**Run 1: routing congestion map**

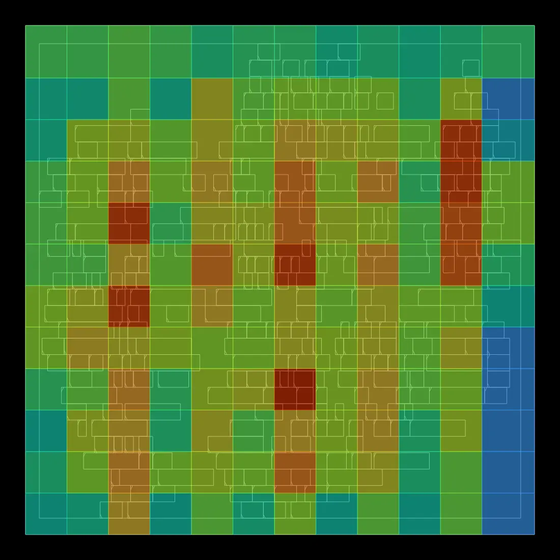
**Run 1: sequential cells colored by netlist name**

Scale: 6 px per µm. Other sequential cells in the stronger gray, the rest of the logic in the fainter gray.
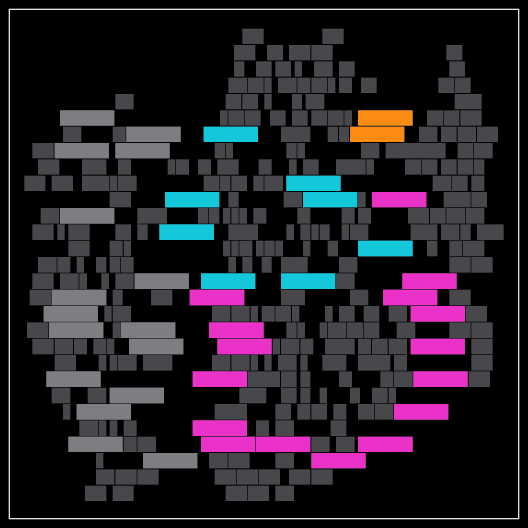
**Run 1: M3 wires**

Scale: 4 px per µm.
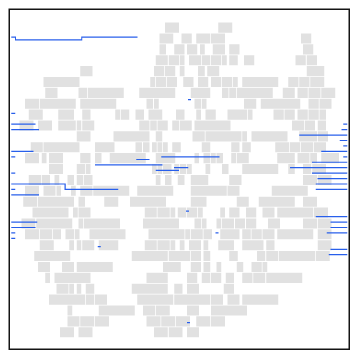
<file path="config.mk">
export PLATFORM = sky130hd
export DESIGN_NAME = hazard_ctrl_flat
export DESIGN_NICKNAME = d
export VERILOG_FILES = /design/src/rtl/hazard_pkg.sv /design/src/rtl/hazard_ctrl_if.sv /design/src/rtl/sat_counter.sv /design/src/rtl/hazard_ctrl.sv /design/src/flat_wrapper.sv
export SDC_FILE = /design/constraint.sdc
export NUM_CORES = 1
export LEC_CHECK = 0
export CAP_MARGIN = 20
export CORE_MARGIN = 2
export CORE_UTILIZATION = 35
export DETAILED_ROUTE_END_ITERATION = 6
export PLACE_DENSITY = 0.66
export SLEW_MARGIN = 20
export SYNTH_ARGS = -nofsm -noshare
export SYNTH_HDL_FRONTEND = slang
export SYNTH_SLANG_ARGS = --single-unit
</file>
<file path="constraint.sdc">
create_clock -name clk -period 4.05 [get_ports clk]
set_clock_uncertainty 0.2 [all_clocks]
set_input_delay 1.215 -clock clk [delete_from_list [all_inputs] [get_ports clk]]
set_output_delay 1.215 -clock clk [all_outputs]
set_load 0.01 [all_outputs]
</file>
<file path="src/rtl/hazard_pkg.sv">
// Shared types and constants for the pipeline hazard/stall controller.
package hazard_pkg;
  typedef enum logic [1:0] {
    RUN      = 2'd0,
    MEM_WAIT = 2'd1,
    ERROR    = 2'd2
  } state_e;

  localparam int unsigned ZERO_REG = 0;

  // Decode priority in RUN, highest value wins.
  localparam int unsigned PRIO_MEM_BUSY = 3;
  localparam int unsigned PRIO_BRANCH   = 2;
  localparam int unsigned PRIO_LOAD_USE = 1;
  localparam int unsigned PRIO_NORMAL   = 0;
endpackage

</file>
<file path="src/rtl/hazard_ctrl_if.sv">
// Pipeline-side bundle: hazard sources in, register enables/flushes and debug counters out.
interface hazard_ctrl_if #(
  parameter int REGADDR_WIDTH = 3,
  parameter int CNT_WIDTH     = 16
);
  logic [REGADDR_WIDTH-1:0] id_rs, id_rt, ex_rt;
  logic                     id_uses_rs, id_uses_rt;
  logic                     ex_mem_read, ex_branch_taken, mem_busy;
  logic                     pc_write, ifid_write, ifid_flush, idex_flush, pipe_hold;
  logic                     mem_timeout;
  logic [CNT_WIDTH-1:0]     stall_cycles, flush_events;

  modport master (
    output id_rs, id_rt, id_uses_rs, id_uses_rt, ex_mem_read, ex_rt,
           ex_branch_taken, mem_busy,
    input  pc_write, ifid_write, ifid_flush, idex_flush, pipe_hold,
           mem_timeout, stall_cycles, flush_events
  );

  modport slave (
    input  id_rs, id_rt, id_uses_rs, id_uses_rt, ex_mem_read, ex_rt,
           ex_branch_taken, mem_busy,
    output pc_write, ifid_write, ifid_flush, idex_flush, pipe_hold,
           mem_timeout, stall_cycles, flush_events
  );
endinterface

</file>
<file path="src/rtl/sat_counter.sv">
// Up-counter that sticks at all-ones instead of wrapping.
module sat_counter #(
  parameter int WIDTH = 16
) (
  input  logic             clk,
  input  logic             reset,
  input  logic             inc,
  output logic [WIDTH-1:0] count
);
  always_ff @(posedge clk or posedge reset) begin
    if (reset)                    count <= '0;
    else if (inc && count != '1)  count <= count + WIDTH'(1);
  end
endmodule

</file>
<file path="src/rtl/hazard_ctrl.sv">
// Load-use / taken-branch / memory-busy hazard controller with stuck-memory watchdog
// and saturating stall/flush counters. Hazard outputs are combinational (Mealy).
module hazard_ctrl
  import hazard_pkg::*;
#(
  parameter int REGADDR_WIDTH = 3,
  parameter int CNT_WIDTH     = 16,
  parameter int TIMEOUT       = 255
) (
  input  logic          clk,
  input  logic          reset,
  hazard_ctrl_if.slave  hz
);
  localparam int WW = $clog2(TIMEOUT + 1);
  localparam logic [WW-1:0] TO = WW'(TIMEOUT);

  state_e          state, state_d;
  logic [WW-1:0]   wait_cnt, wait_d, wait_nxt;
  logic            load_use, stall_inc, flush_inc;

  assign load_use = hz.ex_mem_read && (hz.ex_rt != REGADDR_WIDTH'(ZERO_REG)) &&
                    ((hz.id_uses_rs && hz.id_rs == hz.ex_rt) ||
                     (hz.id_uses_rt && hz.id_rt == hz.ex_rt));

  // Busy cycles counted including the current one.
  assign wait_nxt = (state == MEM_WAIT) ? wait_cnt + WW'(1) : WW'(1);

  always_comb begin
    state_d       = state;
    wait_d        = wait_cnt;
    hz.pc_write   = 1'b1;
    hz.ifid_write = 1'b1;
    hz.ifid_flush = 1'b0;
    hz.idex_flush = 1'b0;
    hz.pipe_hold  = 1'b0;
    stall_inc     = 1'b0;
    flush_inc     = 1'b0;
    if (reset) begin
      hz.pc_write   = 1'b0;
      hz.ifid_write = 1'b0;
      hz.ifid_flush = 1'b1;
      hz.idex_flush = 1'b1;
    end else if (state == ERROR) begin
      hz.pc_write   = 1'b0;
      hz.ifid_write = 1'b0;
      hz.pipe_hold  = 1'b1;
      stall_inc     = 1'b1;
    end else if (hz.mem_busy) begin
      hz.pc_write   = 1'b0;
      hz.ifid_write = 1'b0;
      hz.pipe_hold  = 1'b1;
      stall_inc     = 1'b1;
      wait_d        = wait_nxt;
      state_d       = (wait_nxt >= TO) ? ERROR : MEM_WAIT;
    end else begin
      // MEM_WAIT drops straight into RUN decode so no dead cycle follows a hold.
      state_d = RUN;
      wait_d  = '0;
      if (hz.ex_branch_taken) begin
        hz.ifid_flush = 1'b1;
        hz.idex_flush = 1'b1;
        flush_inc     = 1'b1;
      end else if (load_use) begin
        hz.pc_write   = 1'b0;
        hz.ifid_write = 1'b0;
        hz.idex_flush = 1'b1;
        stall_inc     = 1'b1;
      end
    end
  end

  always_ff @(posedge clk or posedge reset) begin
    if (reset) begin
      state    <= RUN;
      wait_cnt <= '0;
    end else begin
      state    <= state_d;
      wait_cnt <= wait_d;
    end
  end

  assign hz.mem_timeout = (state == ERROR);

  sat_counter #(.WIDTH(CNT_WIDTH)) u_stall_cnt (
    .clk(clk), .reset(reset), .inc(stall_inc), .count(hz.stall_cycles)
  );

  sat_counter #(.WIDTH(CNT_WIDTH)) u_flush_cnt (
    .clk(clk), .reset(reset), .inc(flush_inc), .count(hz.flush_events)
  );
endmodule

</file>
<file path="src/flat_wrapper.sv">
// flat-port wrapper written by rule: the top's interface ports become plain ports
module hazard_ctrl_flat import hazard_pkg::*;
#(
  parameter int REGADDR_WIDTH = 3,
  parameter int CNT_WIDTH     = 16,
  parameter int TIMEOUT       = 255
)
  (clk, reset, hz_id_rs, hz_id_rt, hz_id_uses_rs, hz_id_uses_rt, hz_ex_mem_read, hz_ex_rt, hz_ex_branch_taken, hz_mem_busy, hz_pc_write, hz_ifid_write, hz_ifid_flush, hz_idex_flush, hz_pipe_hold, hz_mem_timeout, hz_stall_cycles, hz_flush_events);
  hazard_ctrl_if #(.REGADDR_WIDTH(REGADDR_WIDTH), .CNT_WIDTH(CNT_WIDTH)) hz_i ();
  input  logic clk;
  input  logic reset;
  input wire logic [$bits(hz_i.id_rs)-1:0] hz_id_rs;
  input wire logic [$bits(hz_i.id_rt)-1:0] hz_id_rt;
  input wire logic [$bits(hz_i.id_uses_rs)-1:0] hz_id_uses_rs;
  input wire logic [$bits(hz_i.id_uses_rt)-1:0] hz_id_uses_rt;
  input wire logic [$bits(hz_i.ex_mem_read)-1:0] hz_ex_mem_read;
  input wire logic [$bits(hz_i.ex_rt)-1:0] hz_ex_rt;
  input wire logic [$bits(hz_i.ex_branch_taken)-1:0] hz_ex_branch_taken;
  input wire logic [$bits(hz_i.mem_busy)-1:0] hz_mem_busy;
  output wire logic [$bits(hz_i.pc_write)-1:0] hz_pc_write;
  output wire logic [$bits(hz_i.ifid_write)-1:0] hz_ifid_write;
  output wire logic [$bits(hz_i.ifid_flush)-1:0] hz_ifid_flush;
  output wire logic [$bits(hz_i.idex_flush)-1:0] hz_idex_flush;
  output wire logic [$bits(hz_i.pipe_hold)-1:0] hz_pipe_hold;
  output wire logic [$bits(hz_i.mem_timeout)-1:0] hz_mem_timeout;
  output wire logic [$bits(hz_i.stall_cycles)-1:0] hz_stall_cycles;
  output wire logic [$bits(hz_i.flush_events)-1:0] hz_flush_events;
  assign hz_i.id_rs = hz_id_rs;
  assign hz_i.id_rt = hz_id_rt;
  assign hz_i.id_uses_rs = hz_id_uses_rs;
  assign hz_i.id_uses_rt = hz_id_uses_rt;
  assign hz_i.ex_mem_read = hz_ex_mem_read;
  assign hz_i.ex_rt = hz_ex_rt;
  assign hz_i.ex_branch_taken = hz_ex_branch_taken;
  assign hz_i.mem_busy = hz_mem_busy;
  assign hz_pc_write = hz_i.pc_write;
  assign hz_ifid_write = hz_i.ifid_write;
  assign hz_ifid_flush = hz_i.ifid_flush;
  assign hz_idex_flush = hz_i.idex_flush;
  assign hz_pipe_hold = hz_i.pipe_hold;
  assign hz_mem_timeout = hz_i.mem_timeout;
  assign hz_stall_cycles = hz_i.stall_cycles;
  assign hz_flush_events = hz_i.flush_events;
  hazard_ctrl #(.REGADDR_WIDTH(REGADDR_WIDTH), .CNT_WIDTH(CNT_WIDTH), .TIMEOUT(TIMEOUT)) u_core (.clk(clk), .reset(reset), .hz(hz_i));
endmodule
</file>
==> run summary, run 1 <==
The synthesis and place-and-route flow finished, so here is a summary.

The synthesized-area fraction occupied by and/or/nand/nor cells is 20.12%. STA classifies the critical path startpoint as an input pin. The checks that failed: setup timing. The post-cts sizing count is 13.

Per Yosys stat, the portion of area used by sequential elements is between 40% and 50%. Dividing the synthesized area by the synthesized cell count gives 9.853 µm². The total leakage power is 1.340 nW. According to the hold report, the worst path is of the flop to flop type. The count of buffers inserted at the top-level ports came out at 53.

The critical path ends at hz_ifid_write. The number of buffers added by the clock tree synthesis step is 5. The design internal power is 0.7779 mW.

The total global routing track utilization came out at 15.28%. The residual DRC count is 0. Global routing finished with a remaining overflow of 0. The post-synthesis to final-layout area growth is 40.13%.

The area taken by flip-flops and latches is around 1100 µm². Per the timing report, the achievable frequency comes out to 246.5 MHz. The critical path endpoint has a required time of 2.63 ns. The number of pins exceeding their max-slew limit in the final report came out at 0. The I/O pin count came out at approximately 54. The part of the total power dissipated in the clock network is 23.9%.

The highest net fanout along the worst path is 2. Data on the critical path arrives at its endpoint at around 2.6 ns. The number of instances on the worst hold path is 1. The cell type that accounts for the most area after synthesis is sky130_fd_sc_hd__dfrtp_1.

The starting DRC count in detailed routing is 86. The warning tally printed by Yosys for this design is 0. The commonest register cell is sky130_fd_sc_hd__dfrtp_1. For this run, the post-layout net count is between 300 and 400. The flow ran to the end, but the final reports show violations. The filler cell count in the final layout came out at 585.

The combinational power share came out at 27.1%. The total of endpoints with negative setup slack in the final report is 2. Sorting the synthesized cells by area gives the leading types as sky130_fd_sc_hd__dfrtp_1, sky130_fd_sc_hd__xnor2_1, sky130_fd_sc_hd__nand2_1, sky130_fd_sc_hd__nor2_1, sky130_fd_sc_hd__nand4_1. The cell-mix breakdown from Yosys lists the compound-gate area share as between 10 and 15%. The total number of placement rows came out at 29. The synthesized-area fraction occupied by xor and xnor cells is between 10 and 15%. The routed length on met3 came out at 249 µm.

Detailed placement ended at an HPWL of 3807 µm. The non-filler instance count after layout is 390. The design area is 3189 µm².

The total area of multi-input combinational cells came out at ~1200 µm². The portion of netlist area occupied by mux cells came out at under 10%. The number of setup buffers added after CTS came out at 9. The post-detailed-route via-to-cell ratio is ~5.0.

The power in sequential cells came out at around 0.55 mW. At the pin with the least slew margin, the transition time is 0.6130 ns. The global placement routability congestion came out at 0.7600. The first global-routing pass estimated 8749 µm of wire. Entering global routing, the biggest net connects about 44 pins. The insertion delay at the late pin of the worst-skew pair is about 0.3 ns. The OpenROAD warning count came out at 28. The overall power consumption is 1.124 mW.

The synthesized netlist devotes 1.649% of its cell area to adder and majority cells. The prevailing logic family in the synthesized netlist is simple AND/OR/NAND/NOR gates. The number of iterations in the first detailed-routing pass is 4. The worst setup path category is input pin to output pin.

The total inserted antenna cells came out at 0. The number of cells traversed by the worst register-to-register path came out at 5. The number of cells after detailed placement is between 300 and 400.

According to the floorplan report, the total die area is 7164 µm². Per STA, the highest per-stage delay on the worst path measures 0.43 ns. The final hold slack is 0.2943 ns. Tracing the worst setup path back leads to its startpoint at hz_id_rt[1]. STA classifies the critical path endpoint as an output pin. The highest signal layer in the routed design is met4. The timing report notes that buffer and inverter cells on the critical path total 2.

The combinational group power came out at 0.305 mW. The logic depth of the worst setup path including buffers came out at 6. The final total negative setup slack came out at -0.008626 ns. The TritonCTS sink count came out at 42. The share of power burned in registers came out at 48.9%. Traced cell by cell, the critical path runs through clkdlybuf4s50_1, xnor2_1, nand4_1, a21oi_2, a211oi_1, dlygate4sd2_1. The cell sitting at the root of the clock tree is a sky130_fd_sc_hd__clkbuf_8. The endpoint of the lowest-slack register-to-register path is u_core.u_stall_cnt.count[1].

After clock tree synthesis, the flow added hold-fix buffers numbering 0. The net count after synthesis is 250. The share of final-layout standard cells stronger than drive strength 1 is 16.93%.

The effective utilization at floorplan is 36.05%. The count of state elements after synthesis is around 42. Among all cell types in the netlist, the one instantiated most often is sky130_fd_sc_hd__dfrtp_1. Setup repair after global routing could not meet its margin everywhere. The post-place setup slack came out at -0.5111 ns. STA reports a reg2reg setup slack of 1.47 ns. The remaining antenna violation count after routing came out at 0.

The routed length on met2 is 2502 µm. The yosys stat cell total is 231. In this run, power in the clock network comes to 0.269 mW.

The run reported a max-capacitance violation count of 0. The area of the core came out at ~6300 µm². Synthesis produced a netlist whose cell count is 231. The net switching power came out at 0.3462 mW.

The cell with the biggest individual delay on the critical path is sky130_fd_sc_hd__clkdlybuf4s50_1. For reference, the top cells by count after synthesis are sky130_fd_sc_hd__dfrtp_1, sky130_fd_sc_hd__xnor2_1, sky130_fd_sc_hd__nand2_1. Switching power as a fraction of the total was reported as 30.80%.

The total cell area at the placement stage is 2963 µm². After layout, the worst setup slack is -0.007345 ns. The source of the worst hold timing path is u_core.u_stall_cnt.count[9]. The cell area after technology mapping came out at 2276 µm². In this run the horizontal extent of the chip is 84.64 µm. The largest buffer count on any clock path came out at 2. The normalized max-slew margin is approximately 59%.
Notes on 'routing congestion map' above:
met2 global-route usage: 23.34%
routing usage on met1: 20.60%
final routed wire length divided by cell count: 13.88 µm
most congested layer reported by global routing: met2
Finished Core Util: 50.52%

Notes on 'sequential cells colored by netlist name' above:
Key: u_core.wait_cnt = cyan [flops 8, where center]; u_core.state = orange [flops 2]; u_core.u_stall_cnt.count = magenta [flops 16]

Notes on 'M3 wires' above:
The wires run mostly horizontal. The longest straight run is 16.6 µm.
count of vias placed by the detailed router: 1,963
routing usage on met3: 3.540%
aggregate routed wire length: 5414 µm

[run 1: state kept, by name, summed over array words and instances (netlist names)]
register	flops
u_core.state	2
u_core.u_flush_cnt.count	16
u_core.u_stall_cnt.count	16
u_core.wait_cnt	8
[run 1: layout by cell type (no fill, tap or decap), types with 3 or more instances in the layout]
| cell type | instances |
|---|---|
| sky130_fd_sc_hd__and3_1 | 6 |
| sky130_fd_sc_hd__buf_4 | 28 |
| sky130_fd_sc_hd__clkbuf_2 | 3 |
| sky130_fd_sc_hd__clkbuf_8 | 5 |
| sky130_fd_sc_hd__clkdlybuf4s50_1 | 43 |
| sky130_fd_sc_hd__dfrtp_1 | 42 |
| sky130_fd_sc_hd__dlygate4sd2_1 | 3 |
| sky130_fd_sc_hd__dlymetal6s2s_1 | 3 |
| sky130_fd_sc_hd__ha_1 | 3 |
| sky130_fd_sc_hd__inv_1 | 5 |
| sky130_fd_sc_hd__nand2_1 | 25 |
| sky130_fd_sc_hd__nand3_1 | 6 |
| sky130_fd_sc_hd__nand4_1 | 11 |
| sky130_fd_sc_hd__nor2_1 | 20 |
| sky130_fd_sc_hd__nor3_1 | 4 |
| sky130_fd_sc_hd__nor4_1 | 4 |
| sky130_fd_sc_hd__o211ai_1 | 9 |
| sky130_fd_sc_hd__o21ai_0 | 12 |
| sky130_fd_sc_hd__xnor2_1 | 32 |
| sky130_fd_sc_hd__xor2_1 | 5 |
[run 1: final cells by class]
class / instances / area share [%]
Tap cell: 77 / 3.021
Inverter: 6 / 0.8239
Sequential cell: 42 / 32.95
Clock buffer: 5 / 2.158
Multi-Input combinational cell: 174 / 36.96
Clock inverter: 3 / 0.6669
Timing Repair Buffer: 83 / 23.42
==> run 2, diff against run 1 <==
Settings changed: CAP_MARGIN 20 to 0.
==> run 2 against run 1 <==
The flow still finishes with violations (setup timing). Worst hold slack stayed put. Routed wire length is the same. Sequential share of layout area is the same. Highest routed layer unchanged.
==> run summary, run 2 <==
The synthesis and place-and-route flow finished, so here is a summary.

The share of power burned in registers came out at 48.9% (about the same). The post-synthesis cell type with the largest instance count is sky130_fd_sc_hd__dfrtp_1. The number of instances on the worst hold path is 1 (unchanged). The routed length per placed instance is 13.88 µm (unchanged). The I/O pin count came out at 54 (unchanged).

The worst setup path is launched from an input pin. The total of endpoints with negative setup slack in the final report came out at 2 (unchanged). The number of maximum-capacitance constraint violations came out at 0 (unchanged). The number of cells after detailed placement came out at 367 (unchanged). The hold buffer count at cts came out at 0 (unchanged). The routed length on met2 came out at 2502 µm (unchanged). The design internal power is 0.7779 mW (unchanged).

The endpoint of the lowest-slack register-to-register path is u_core.u_stall_cnt.count[1]. The post-synthesis cell count is 231 (unchanged). The flow ran to the end, but the final reports show violations. The worst setup margin is -0.007345 ns (unchanged). The residual DRC count is 0 (unchanged).

The yosys stat cell total was 231 (unchanged). The part of the total power dissipated in the clock network came to 23.9% (about the same). The required time of the worst setup path is 2.63 ns (about the same). The combinational group power was 0.305 mW (about the same). The filler cell count in the final layout came to 585 (unchanged). Leaving out fill and tap cells, the most frequent cell in the layout is sky130_fd_sc_hd__clkdlybuf4s50_1. The number of well taps came out at 77 (unchanged). The starting DRC count in detailed routing was 86 (unchanged). The highest clock frequency the design can meet is 246.5 MHz (unchanged). The area of the core is 6314 µm² (unchanged). The count of state elements after synthesis is 42 (unchanged). The largest buffer count on any clock path came out at 2 (unchanged). The layout sequential cell count came out at 42 (unchanged).

The layout net count is 331 (unchanged). The total area of multi-input combinational cells is 1179 µm² (unchanged). The final reports fail on setup timing.

After synthesis, the cell types taking the most area are sky130_fd_sc_hd__dfrtp_1, sky130_fd_sc_hd__xnor2_1, sky130_fd_sc_hd__nand2_1, sky130_fd_sc_hd__nor2_1, sky130_fd_sc_hd__nand4_1. The largest registers in the layout are u_core.u_flush_cnt.count (16), u_core.u_stall_cnt.count (16), u_core.wait_cnt (8). The total inserted antenna cells came out at 0 (unchanged). By area, the class that comes first in the final layout consists of logic gates. The TritonCTS sink count came to 42 (unchanged). The synthesis warning total is 0 (unchanged). The number of iterations in the first detailed-routing pass is 4 (unchanged). The normalized max-slew margin is 58.61% (unchanged). The combinational fraction of the cell area is 36.96% (unchanged). The arrival time at the worst endpoint is 2.64 ns (about the same).

The number of multi-input logic gates came out at 174 (unchanged). The number of nets produced by synthesis came out at 250 (unchanged). The global placement routability congestion is 0.7600 (unchanged). The non-filler instance count after layout is 390 (unchanged). The average size of a mapped cell came to 9.853 µm² (unchanged). The final hold slack came out at 0.2943 ns (unchanged).

The effective utilization at floorplan came out at 36.05% (unchanged). The total die area came to 7164 µm² (unchanged). The inverter tally of the final layout excluding the clock network came to 6 (unchanged). The post-detailed-route via-to-cell ratio came out at 5.033 (unchanged). The total number of placement rows is 29 (unchanged).

The pin count of the biggest net entering global routing is 44 (unchanged). The number of cells traversed by the worst register-to-register path came out at 5 (unchanged). The switching portion of total power came out at 30.80% (unchanged). Looking at the setup timing report, the critical path kind is input pin to output pin.

The insertion delay at the late pin of the worst-skew pair came out at 0.30 ns (about the same). The OpenROAD warning count came out at 28 (unchanged). The global-route wire length before repair was 8749 µm (unchanged). The routed length on met3 was 249 µm (unchanged). The post-synthesis to final-layout area growth was 40.13% (unchanged). The layout buffering overhead excluding clock cells came out at 23.42% (unchanged).

The x dimension of the die is 84.64 µm (unchanged). The highest net fanout along the worst path came to 2 (unchanged). The residual overflow from global routing came out at 0 (unchanged). The overall routed net length is 5414 µm (unchanged). The number of buffers added by the clock tree synthesis step is 5 (unchanged). The total cell area at the placement stage came out at 2963 µm² (unchanged). The cell type that accounts for the most area after synthesis is sky130_fd_sc_hd__dfrtp_1. The fraction of standard cell area that is sequential is 32.95% (unchanged). The power in sequential cells is 0.550 mW (about the same). In the layout the commonest cells are sky130_fd_sc_hd__clkdlybuf4s50_1, sky130_fd_sc_hd__dfrtp_1, sky130_fd_sc_hd__xnor2_1, sky130_fd_sc_hd__buf_4, sky130_fd_sc_hd__nand2_1. The clock-cell share of area is 2.825% (unchanged).
## run 2: cell counts in the layout (fill, tap and decap cells not counted)
Identical to the previous run, type by type.
## run 2: cell families after synthesis
logic type | count (synthesis) | synth area share [%]
muxes | 3 | 1.429
DFF | 42 | 46.18
AOI/OAI and AO/OA | 41 | 12.92
and+or+nand+nor | 90 | 20.12
xor gates and xnor gates | 37 | 14.24
adders and majority gates | 3 | 1.649
buffers and inverters | 15 | 3.463
## run 2: repair_timing
| item | CTS | global route |
|---|---|---|
| gates resized | 13 | 16 |
| endpoints found under the setup margin | 5 | 19 |
| pin swaps | 2 | 8 |
| setup buffers | 9 | 6 |
## run 2: layer usage
metal  vias up  GRT usage, %
met5         -             0
met4         0         7.071
met3         9         3.540
met2        46         23.34
met1       918         20.60
li1        990             -
## run 2: how the worst max path moves through the flow
stage                           start                     endpoint  cells after the start
after floorplan                 reset                hz_idex_flush                      3
final                     hz_id_rt[1]                hz_ifid_write                      6
after CTS                 hz_id_rs[2]  u_core.u_stall_cnt.count[7]                     17
after global placement    hz_ex_rt[0]                hz_idex_flush                      7
after global routing      hz_id_rt[2]                hz_ifid_write                      6
after detailed placement  hz_ex_rt[2]                hz_idex_flush                      7
## run 2: critical path: stages
cell and delay (ns):
sky130_fd_sc_hd__clkdlybuf4s50_1 0.43, sky130_fd_sc_hd__xnor2_1 0.13, sky130_fd_sc_hd__nand4_1 0.16, sky130_fd_sc_hd__a21oi_2 0.10
sky130_fd_sc_hd__a211oi_1 0.29, sky130_fd_sc_hd__dlygate4sd2_1 0.31
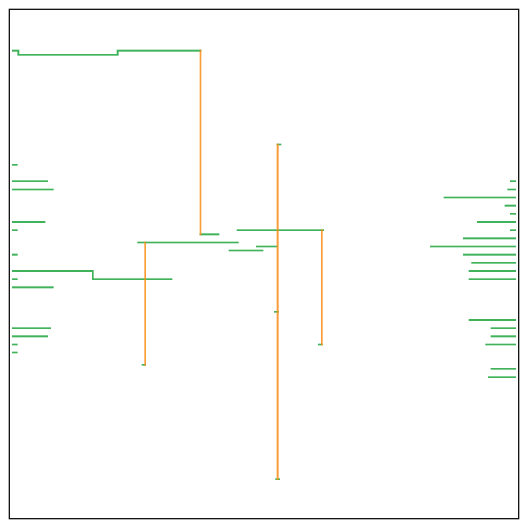
**Above:** run 2 (routed metal, one color a layer).
Scale: 6 px per µm. Only two layers are drawn.
Key: metal 3 = green [wire length 249 µm]; metal 4 = orange [wire length 126 µm]
global router's overall resource usage: 15.28%

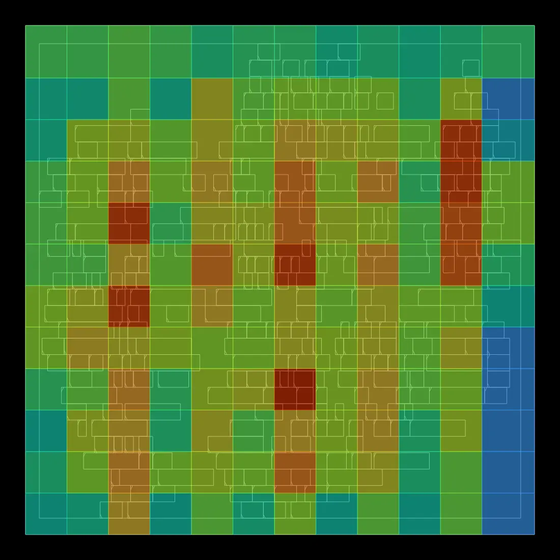
**Above:** run 2 (routing congestion map).

Power is estimated from default activity; no workload was simulated.
